<file path="config.mk">
export PLATFORM = sky130hd
export DESIGN_NAME = note_key_mux
export DESIGN_NICKNAME = d
export VERILOG_FILES = /design/src/rtl/piano_pkg.sv /design/src/rtl/key_debounce.sv /design/src/rtl/note_key_mux.sv
export SDC_FILE = /design/constraint.sdc
export NUM_CORES = 1
export LEC_CHECK = 0
export CAP_MARGIN = 5
export CELL_PAD_IN_SITES_DETAIL_PLACEMENT = 0
export CELL_PAD_IN_SITES_GLOBAL_PLACEMENT = 2
export CORE_ASPECT_RATIO = 1.1
export CORE_MARGIN = 2
export CORE_UTILIZATION = 36
export CTS_BUF_LIST = sky130_fd_sc_hd__clkbuf_4
export CTS_CLUSTER_DIAMETER = 50
export DETAILED_ROUTE_END_ITERATION = 16
export HOLD_SLACK_MARGIN = 0.03
export PLACE_DENSITY = 0.86
export SLEW_MARGIN = 5
export SYNTH_ARGS = -nofsm -noshare
export SYNTH_HDL_FRONTEND = slang
export SYNTH_HIERARCHICAL = 1
export SYNTH_SLANG_ARGS = --single-unit
</file>
<file path="constraint.sdc">
create_clock -name clk -period 1.9 [get_ports clk]
set_input_delay 0.19 -clock clk [delete_from_list [all_inputs] [get_ports clk]]
set_output_delay 0.19 -clock clk [all_outputs]
set_load 0.05 [all_outputs]
</file>
<file path="src/rtl/piano_pkg.sv">
// Shared definitions for the piano key/tone path.
package piano_pkg;

  localparam int unsigned CLK_HZ = 50_000_000;

  // 10 ms hold time at CLK_HZ
  localparam int unsigned DEBOUNCE_CYCLES_DEFAULT = 500_000;

  typedef enum logic [1:0] {
    StIdle,
    StArm,
    StPlay,
    StDrain
  } state_e;

endpackage

</file>
<file path="src/rtl/key_debounce.sv">
// Single-bit button conditioner: 2-FF synchronizer followed by a hold-time debouncer.
module key_debounce
  import piano_pkg::*;
#(
  parameter int unsigned DEBOUNCE_CYCLES = DEBOUNCE_CYCLES_DEFAULT,
  parameter int unsigned CNT_W           = 19
) (
  input  logic clk_i,
  input  logic reset_i,
  input  logic key_i,
  output logic key_o
);

  localparam logic [CNT_W-1:0] CntLast = CNT_W'(DEBOUNCE_CYCLES - 1);

  logic             meta_q;
  logic             key_s_q;
  logic             stable_q, stable_d;
  logic [CNT_W-1:0] cnt_q, cnt_d;

  // Count consecutive cycles the synced input disagrees with the accepted level.
  always_comb begin
    cnt_d    = '0;
    stable_d = stable_q;
    if (key_s_q != stable_q) begin
      if (cnt_q == CntLast) begin
        stable_d = key_s_q;
      end else begin
        cnt_d = cnt_q + CNT_W'(1);
      end
    end
  end

  // Synchronizer, counter and accepted-level registers.
  always_ff @(posedge clk_i) begin
    if (reset_i) begin
      meta_q   <= 1'b0;
      key_s_q  <= 1'b0;
      stable_q <= 1'b0;
      cnt_q    <= '0;
    end else begin
      meta_q   <= key_i;
      key_s_q  <= meta_q;
      stable_q <= stable_d;
      cnt_q    <= cnt_d;
    end
  end

  assign key_o = stable_q;

endmodule

</file>
<file path="src/rtl/note_key_mux.sv">
// Debounces the note keys, picks the lowest-index pressed key and routes its tone to the
// speaker, switching only while the outgoing tone is low so no truncated pulse is emitted.
module note_key_mux
  import piano_pkg::*;
#(
  parameter int unsigned NUM_KEYS        = 8,
  parameter int unsigned DEBOUNCE_CYCLES = DEBOUNCE_CYCLES_DEFAULT,
  parameter int unsigned CNT_W           = 19,
  parameter int unsigned IDX_W           = 3
) (
  input  logic                clk,
  input  logic                reset,
  input  logic [NUM_KEYS-1:0] key_in,
  input  logic [NUM_KEYS-1:0] tone_in,
  output logic                audio_out,
  output logic [NUM_KEYS-1:0] keys_db,
  output logic [IDX_W-1:0]    active_key,
  output logic                key_valid
);

  logic [NUM_KEYS-1:0] tone_meta_q;
  logic [NUM_KEYS-1:0] tone_s_q;
  logic                req_valid;
  logic [IDX_W-1:0]    req_idx;
  logic                tone_cur;
  state_e              state_q, state_d;
  logic [IDX_W-1:0]    cur_q, cur_d;
  logic                audio_q, audio_d;

  for (genvar i = 0; i < int'(NUM_KEYS); i++) begin : g_key
    key_debounce #(
      .DEBOUNCE_CYCLES(DEBOUNCE_CYCLES),
      .CNT_W          (CNT_W)
    ) u_debounce (
      .clk_i  (clk),
      .reset_i(reset),
      .key_i  (key_in[i]),
      .key_o  (keys_db[i])
    );
  end

  assign req_valid = |keys_db;
  assign tone_cur  = tone_s_q[cur_q];

  // Fixed priority: lowest set bit of the debounced keys wins.
  always_comb begin
    req_idx = '0;
    for (int i = int'(NUM_KEYS) - 1; i >= 0; i--) begin
      if (keys_db[i]) begin
        req_idx = IDX_W'(i);
      end
    end
  end

  // Tone synchronizers plus FSM state, current key and speaker registers.
  always_ff @(posedge clk) begin
    if (reset) begin
      tone_meta_q <= '0;
      tone_s_q    <= '0;
      state_q     <= StIdle;
      cur_q       <= '0;
      audio_q     <= 1'b0;
    end else begin
      tone_meta_q <= tone_in;
      tone_s_q    <= tone_meta_q;
      state_q     <= state_d;
      cur_q       <= cur_d;
      audio_q     <= audio_d;
    end
  end

  // Next state: arm waits for a low tone so playback starts on a rising half-period,
  // drain waits for the tone to fall before letting go of the speaker.
  always_comb begin
    state_d = state_q;
    case (state_q)
      StIdle: begin
        if (req_valid) state_d = StArm;
      end
      StArm: begin
        if (!req_valid) begin
          state_d = StIdle;
        end else if (req_idx == cur_q && !tone_cur) begin
          state_d = StPlay;
        end
      end
      StPlay: begin
        if (!req_valid || req_idx != cur_q) state_d = StDrain;
      end
      StDrain: begin
        if (!tone_cur) state_d = req_valid ? StArm : StIdle;
      end
      default: state_d = StIdle;
    endcase
  end

  // Registered outputs: speaker level and the key being tracked.
  always_comb begin
    audio_d = 1'b0;
    cur_d   = cur_q;
    case (state_q)
      StIdle: begin
        if (req_valid) cur_d = req_idx;
      end
      StArm: begin
        if (req_valid && req_idx != cur_q) cur_d = req_idx;
      end
      StPlay: begin
        audio_d = tone_cur;
      end
      StDrain: begin
        audio_d = tone_cur;
        // Request is only re-sampled once the drain completes
        if (!tone_cur && req_valid) cur_d = req_idx;
      end
      default: ;
    endcase
  end

  assign audio_out  = audio_q;
  assign active_key = cur_q;
  assign key_valid  = (state_q == StPlay) || (state_q == StDrain);

endmodule

</file>
==> results.toml, run 1 <==
# synthesis and place-and-route metrics
[run_status]
status = "finished, violations left"
violations = "negative setup slack"

[yosys]
synth_top_cell_by_area = "dfxtp_1"
ys_seq_share_pct = 44.9
ys.warnings.count = 6
yosys-stat-cells = 964
yosysUniqueCellTypes = 48

[power_and_ir_drop]
top_power_group = "registers"
power.density_nw_per_um2 = 606
p_sw_w = 0.00164

[worst_setup_path]
cp_top_family = "simple AND/OR/NAND/NOR gates"
r2r_slack_ns = -0.20
cp_cell_sequence = "or4_4, o32a_1, o311ai_4, nand3_2, or4_4, a21oi_2"
crit_fanout = 2
crit_top_cell = "or4_4"
critPathMaxStageDelay_ns = 0.53

[drt]
met2_length_um = 8970
dr.max_layer_used = "met4"
drc = 0

[run]
warning_count = 29
drv_cap = 0

[final_timing]
setup_ws_ns = -0.202
finalClockPeriodUsage_pct = 111
setup_viol = 48
holdWs_ns = 0.138
rsz0062_at_grt = "yes"

[layout]
lay_top_cells = "180 x dfxtp_1, 142 x nor2_1, 121 x buf_4, 75 x nand3_1, 72 x xnor2_1"
layout.nonclk_buf_share_pct = 12.4
seqCellArea_um2 = 3990
inv_count = 16
lay_top_count = "dfxtp_1"
final_util_pct = 45.1
seq_area_share_pct = 36.5

[global_routing]
top_usage_layer = "met2"
track_usage_pct = 15.0
grt_pass1_wl_um = 32500

[clock_tree]
cts-root-buf = "clkbuf_4"

[floorplanning]
die_w_um = 153
[run 1: synth_stat cells, drive strengths merged]
master	instances
dfxtp	198
nor2	151
nand3	76
xnor2	72
nand4	50
xor2	40
nand2	37
a21oi	35
o21ai	35
nor2b	34
or4	26
and2	17
nor3	17
nor4	17
and4	16
inv	16
or3	16
mux2i	10
buf	9
nand2b	9
nor3b	9
or4b	9
ha	8
nand4bb	8
nor4b	8
o31ai	8
or2	8
or3b	8
a31oi	2
clkbuf	2
mux4	2
a2111oi	1
a21boi	1
a21o	1
a311oi	1
a31o	1
and2b	1
o211a	1
o21bai	1
o311ai	1
o32a	1
or2b	1
[run 1: worst min path at each step]
stage / start / endpoint / slack [ns]
2_1_floorplan: reset / g_key[0].u_debounce/key_s_q / 0.26
3_3_place_gp: g_key[3].u_debounce/meta_q / g_key[3].u_debounce/key_s_q / 0.42
4_1_cts: key_in[5] / g_key[5].u_debounce/meta_q / 0.07
6_report: tone_in[7] / tone_meta_q[7] / 0.14
3_5_place_dp: g_key[3].u_debounce/meta_q / g_key[3].u_debounce/key_s_q / 0.43
5_1_grt: key_in[5] / g_key[5].u_debounce/meta_q / 0.09
[run 1: cells by family (layout without fill, tap and decap cells)]
family,Yosys count,count (layout),share of synthesized area (%)
mux,12,12,1.65
simple gates,518,518,33.0
other cells,0,2,0
compound gates,89,89,6.80
xor+xnor,112,112,11.1
fa+ha+maj,8,8,1.14
buf+inv,27,208,1.35
flops,198,198,44.9
[run 1: sequential cells by signal, indices dropped and copies added (netlist names), 3 cells and up, named ones only]
register and count:
g_key.u_debounce/key_o 8, tone_meta_q 8, g_key.u_debounce/meta_q 8, g_key.u_debounce/cnt_q 152, g_key.u_debounce/key_s_q 8, tone_s_q 8
active_key 3
run_1/m1.png
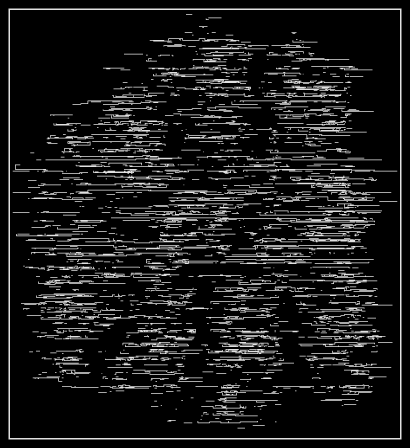
longest straight run: 42.8 um
nets with wire on the layer: 1,095
wire length on this layer: 9,320 um
share of all routed wire: 49%
met1 Use GR: 19.4%
final WL: 19,000 um
routed vias: 7,291

run_1/m2.png
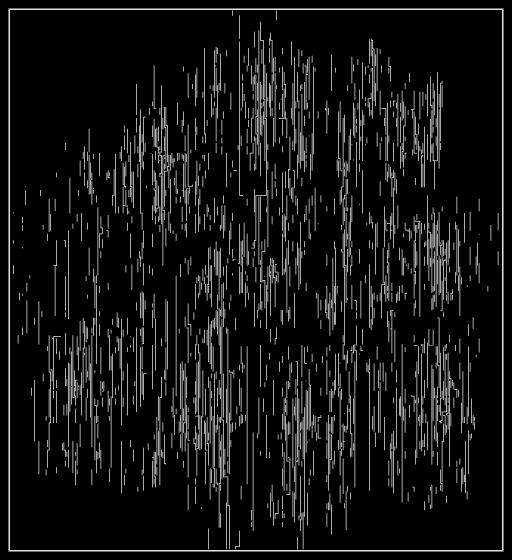
main direction: vertical
wire length on this layer: 8,970 um
nets with wire on the layer: 951
longest straight run: 49.3 um
GR Layer Usage met2: 25.3%

run_1/m3.png
Bar = 50 um.
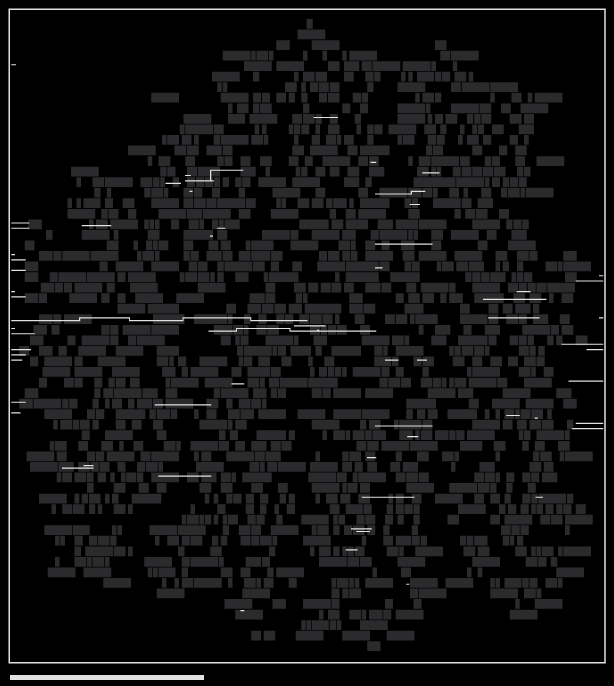
longest straight run: 22.1 um
share of all routed wire: 2.2%
nets with wire on the layer: 45
main direction: horizontal
met3 GRT Util: 2.70%

==> inputs of run 2 (changes only) <==
--- a/config.mk
+++ b/config.mk
@@ -10,12 +10,13 @@
 export CELL_PAD_IN_SITES_GLOBAL_PLACEMENT = 2
 export CORE_ASPECT_RATIO = 1.1
 export CORE_MARGIN = 2
-export CORE_UTILIZATION = 36
+export CORE_UTILIZATION = 40
 export CTS_BUF_LIST = sky130_fd_sc_hd__clkbuf_4
 export CTS_CLUSTER_DIAMETER = 50
+export CTS_CLUSTER_SIZE = 14
 export DETAILED_ROUTE_END_ITERATION = 16
 export HOLD_SLACK_MARGIN = 0.03
-export PLACE_DENSITY = 0.86
+export PLACE_DENSITY = 0.9
 export SLEW_MARGIN = 5
 export SYNTH_ARGS = -nofsm -noshare
 export SYNTH_HDL_FRONTEND = slang
==> constraint.sdc (replaced) <==
create_clock -name clk -period 2.1 [get_ports clk]
set_input_delay 0.21 -clock clk [delete_from_list [all_inputs] [get_ports clk]]
set_output_delay 0.21 -clock clk [all_outputs]
set_load 0.05 [all_outputs]
==> run 2 against run 1 <==
The run still ends with negative setup slack left. Global-route usage grew 1.0 points. Final area shrank 4.4%. Maximum frequency shrank 1.3%. Worst hold slack gained 0.018 ns. Via count shrank 2.8%. Combinational power shrank 16%. Critical path depth is the same. Synthesized area is the same. Utilization grew 3.5 points. Clock-buffer cell count is the same. Highest routed layer unchanged.
==> results.toml, run 2 <==
# synthesis and place-and-route metrics
[layout]
top_register = "g_key.u_debounce/cnt_q"
lay_top_cells = "185 x dfxtp_1, 151 x nor2_1, 77 x buf_4, 75 x nand3_1, 72 x xnor2_1"
largest_reg_flops = 152
lay_top_count = "dfxtp_1"

[drt]
drc = 0
firstDrtPassIters = 6

[final_timing]
fin_setup_tns_ns = -0.0285
fmax_ghz = 0.470
rsz0062_at_grt = "yes"
setup_ws_ns = -0.0285
finalClockPeriodUsage_pct = 101
worst_slew_pin_slew_ns = 0.685
setup_viol = 1

[floorplanning]
row_count = 56
core_um2 = 21500
die_w_um = 146
dieArea_um2 = 23300

[worst_setup_path]
crit_top_cell = "or4_4"
r2r_slack_ns = -0.03
cp_cell_sequence = "or4_4, o32a_1, o311ai_4, nand3_2, or4_4, a21oi_2"
critPathMaxStageDelay_ns = 0.54
cp-end-kind = "flip-flop"
crit_fanout = 2

[yosys]
synth-adder-area-share_pct = 1.14
netlist_area_um2 = 8820
ys_sh_aoi_pct = 6.80
yosysUniqueCellTypes = 48
async_flop_share_pct = 0
ys_sh_mux_pct = 1.65
synthTopCellsByCount = "198 x dfxtp_1, 151 x nor2_1, 75 x nand3_1"
most_common_cell = "dfxtp_1"
ys.warnings.count = 6
yosysChipArea_um2 = 8820
xor_area_share_pct = 11.1
ys_seq_share_pct = 44.9
yosys-stat-cells = 964
ff_type = "dfxtp_1"
synth-edff-count = 0
yosys.area_share.simple_pct = 33.0
ys_top_logic_family = "simple AND/OR/NAND/NOR gates"
synth_top_cell_by_area = "dfxtp_1"

[clock_tree]
htreeDepth = 4
post_cts_resized = 11
cts-root-buf = "clkbuf_4"

[hold_path]
hold_end = "g_key[4].u_debounce/meta_q"

[run_status]
status = "finished, violations left"
violations = "negative setup slack"

[power_and_ir_drop]
p_clk_share_pct = 34.7
power_clock_w = 0.00209
power_frac_seq_pct = 63.0
power.density_nw_per_um2 = 576
top_power_group = "registers"
p_sw_w = 0.00143

[global_routing]
grt_pass1_wl_um = 31300
track_usage_pct = 16.0

[run]
drv_cap = 0
warning_count = 28
[run 2: metrics by stage]
stage	util [%]	setup WS (ns)	area [um2]	hold slack, ns	total power (W)
6_report	48.7	-0.0285	10500	0.157	0.00603
5_1_grt	48.7	-0.0915	10500	0.103	0.00631
4_1_cts	48.3	-0.000159	10400	0.0989	0.00617
3_5_place_dp	47.0	0.0226	10100	0.420	0.00402
3_3_place_gp	47.0	0.0451	10100	0.416	0.00402
2_1_floorplan	-	0.000563	8830	0.282	0.00395
[run 2: worst max-delay path by stage]
stage,from,end,slack (ns),cells after the start
2_1_floorplan,g_key[2].u_debounce/key_o,flip-flop,0.0006,6
4_1_cts,g_key[2].u_debounce/key_o,flip-flop,-0.0002,6
3_5_place_dp,g_key[2].u_debounce/key_o,flip-flop,0.02,6
3_3_place_gp,g_key[2].u_debounce/key_o,flip-flop,0.05,6
6_report,g_key[2].u_debounce/key_o,flip-flop,-0.03,6
5_1_grt,g_key[2].u_debounce/key_o,flip-flop,-0.09,6
[run 2: critical path, delay by kind of cell (launching register included)]
kind,cells,cell delay (ns)
AND/OR/NAND/NOR,3,1.15
AND-OR/OR-AND,3,0.55
flip-flops,1,0.37
[run 2: per-layer routing]
metal  track usage (%)  vias up  part of all wire, %
met3              3.00       21                  2.5
met5                 0        -                    0
met4              5.44        0                  1.7
met1              21.0     3299                   50
li1                  -     3693                    -
met2              26.5       75                   46
[run 2: cell type report]
type | count | area, um2
diodes | 1 | 2.50
clock buffers | 17 | 128
clock inverters | 14 | 168
fillers | 2097 | 11000
inverters | 16 | 60.1
multi-input cells | 739 | 4760
flip-flops and latches | 198 | 3990
well taps | 290 | 363
repair buffers | 114 | 1000
run_2/m2.png
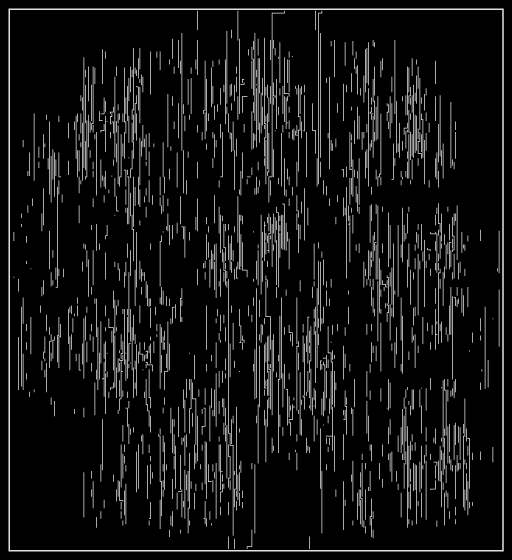
share of all routed wire: 46%
longest straight run: 50.5 um
nets with wire on the layer: 906
GR Layer Usage met2: 26.5%
routed vias: 7,088
final WL: 18,200 um

==> inputs of run 3 (changes only) <==
--- a/config.mk
+++ b/config.mk
@@ -9,7 +9,7 @@
 export CELL_PAD_IN_SITES_DETAIL_PLACEMENT = 0
 export CELL_PAD_IN_SITES_GLOBAL_PLACEMENT = 2
 export CORE_ASPECT_RATIO = 1.1
-export CORE_MARGIN = 2
+export CORE_MARGIN = 3
 export CORE_UTILIZATION = 40
 export CTS_BUF_LIST = sky130_fd_sc_hd__clkbuf_4
 export CTS_CLUSTER_DIAMETER = 50
==> run 3 against run 2 <==
The run now ends clean. Register-to-register slack better by 0.06 ns. First-iteration DRC count is 62% higher. Worst setup slack better by 0.056 ns. Utilization is 0.14 points lower. Critical path type unchanged. Largest cell class unchanged. Largest power group unchanged.
==> results.toml, run 3 <==
# synthesis and place-and-route metrics
[yosys]
synth-adder-area-share_pct = 1.14
synth_top_cell_by_area = "dfxtp_1"
yosysUniqueCellTypes = 48
most_common_cell = "dfxtp_1"
xor_area_share_pct = 11.1
ys_sh_aoi_pct = 6.80
ff_type = "dfxtp_1"
ys_top_logic_family = "simple AND/OR/NAND/NOR gates"
synth-edff-count = 0
yosys.area_share.simple_pct = 33.0
async_flop_share_pct = 0
ys_sh_mux_pct = 1.65
yosysChipArea_um2 = 8820

[worst_setup_path]
cp-end-kind = "flip-flop"
critPathMaxStageDelay_ns = 0.53
crit_fanout = 2
critPathLaunch = "g_key[2].u_debounce/key_o"
cp_cell_sequence = "or4_4, o32a_1, o311ai_2, nand3_2, or4_1, a21oi_1"
worst-path-buf-inv = 0
cp.depth = 6

[final_timing]
finalClockPeriodUsage_pct = 98.7
rsz0062_at_grt = "yes"
worst_slew_pin_slew_ns = 0.619

[floorplanning]
row_count = 56
die_w_um = 148
core_um2 = 21500

[layout]
comb_area_um2 = 4740
num-fill-cells = 2122
top_register = "g_key.u_debounce/cnt_q"

[drt]
wl_met1_um = 9190
met3WireLength_um = 450

[hold_path]
worstHoldStart = "reset"

[clock_tree]
cts-root-buf = "clkbuf_4"

[run]
drv_cap = 0
warning_count = 27

[power_and_ir_drop]
p_clk_share_pct = 34.8
power.density_nw_per_um2 = 579

[global_routing]
use_met2_pct = 26.0
met1_usage_pct = 21.7
top_usage_layer = "met2"

[run_status]
status = "complete, no violations"
run 3: area by class of cell:
class,instances,area share (%)
Antenna cell,1,0.0240
Clock buffer,17,1.22
Clock inverter,15,1.63
Inverter,16,0.575
Multi-Input combinational cell,739,45.4
Sequential cell,198,38.3
Tap cell,290,3.48
Timing Repair Buffer,112,9.41
run 3: stage by stage:
| step | hold slack (ns) | total power, W | std cells | setup TNS, ns | worst slack [ns] |
|---|---|---|---|---|---|
| 3_5_place_dp | 0.423 | 0.00403 | 1351 | 0 | 0.0235 |
| 4_1_cts | 0.104 | 0.00616 | 1383 | 0 | 0.00734 |
| 6_report | 0.151 | 0.00605 | 1388 | 0 | 0.0272 |
| 3_3_place_gp | 0.425 | 0.00403 | 1351 | 0 | 0.0441 |
| 5_1_grt | 0.106 | 0.00632 | 1388 | -0.111 | -0.0655 |
| 2_1_floorplan | 0.282 | 0.00395 | 964 | 0 | 0.000563 |
run 3: timing repair:
action                                  4_1_cts  5_1_grt
resized                                      11       12
hold buffers                                  0        0
endpoints found under the setup margin       12        7
setup buffers                                 0        4
pin swaps                                     1        3
run 3: kinds of logic (layout without fill, tap and decap cells):
family                     count (synthesis)  count (layout)
and+or+nand+nor                          518             518
xor gates and xnor gates                 112             112
DFF                                      198             198
adders and majority gates                  8               8
muxes                                     12              12
AOI/OAI and AO/OA                         89              89
other                                      0               1
buffers and inverters                     27             160
run 3: power by group through the flow:
stage	clock network, W	logic [W]	registers (W)
2_1_floorplan	0	0.0000665	0.00388
3_3_place_gp	0	0.000141	0.00388
3_5_place_dp	0	0.000142	0.00389
4_1_cts	0.00221	0.000143	0.00381
5_1_grt	0.00235	0.000154	0.00381
6_report	0.00211	0.000139	0.00380
run_3/m4.png
Bar = 50 um.
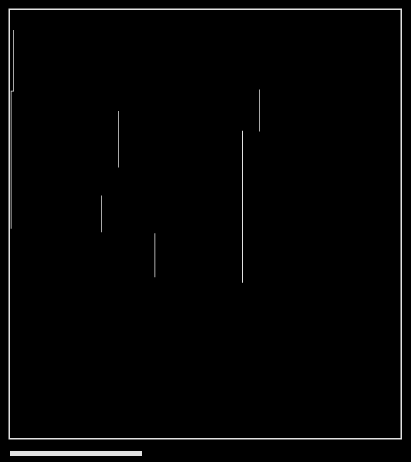
nets with wire on the layer: 2
longest straight run: 57.1 um
wire length on this layer: 200 um
share of all routed wire: 1.1%
final WL: 18,300 um
routed vias: 7,054

Power is estimated from default activity; no workload was simulated.
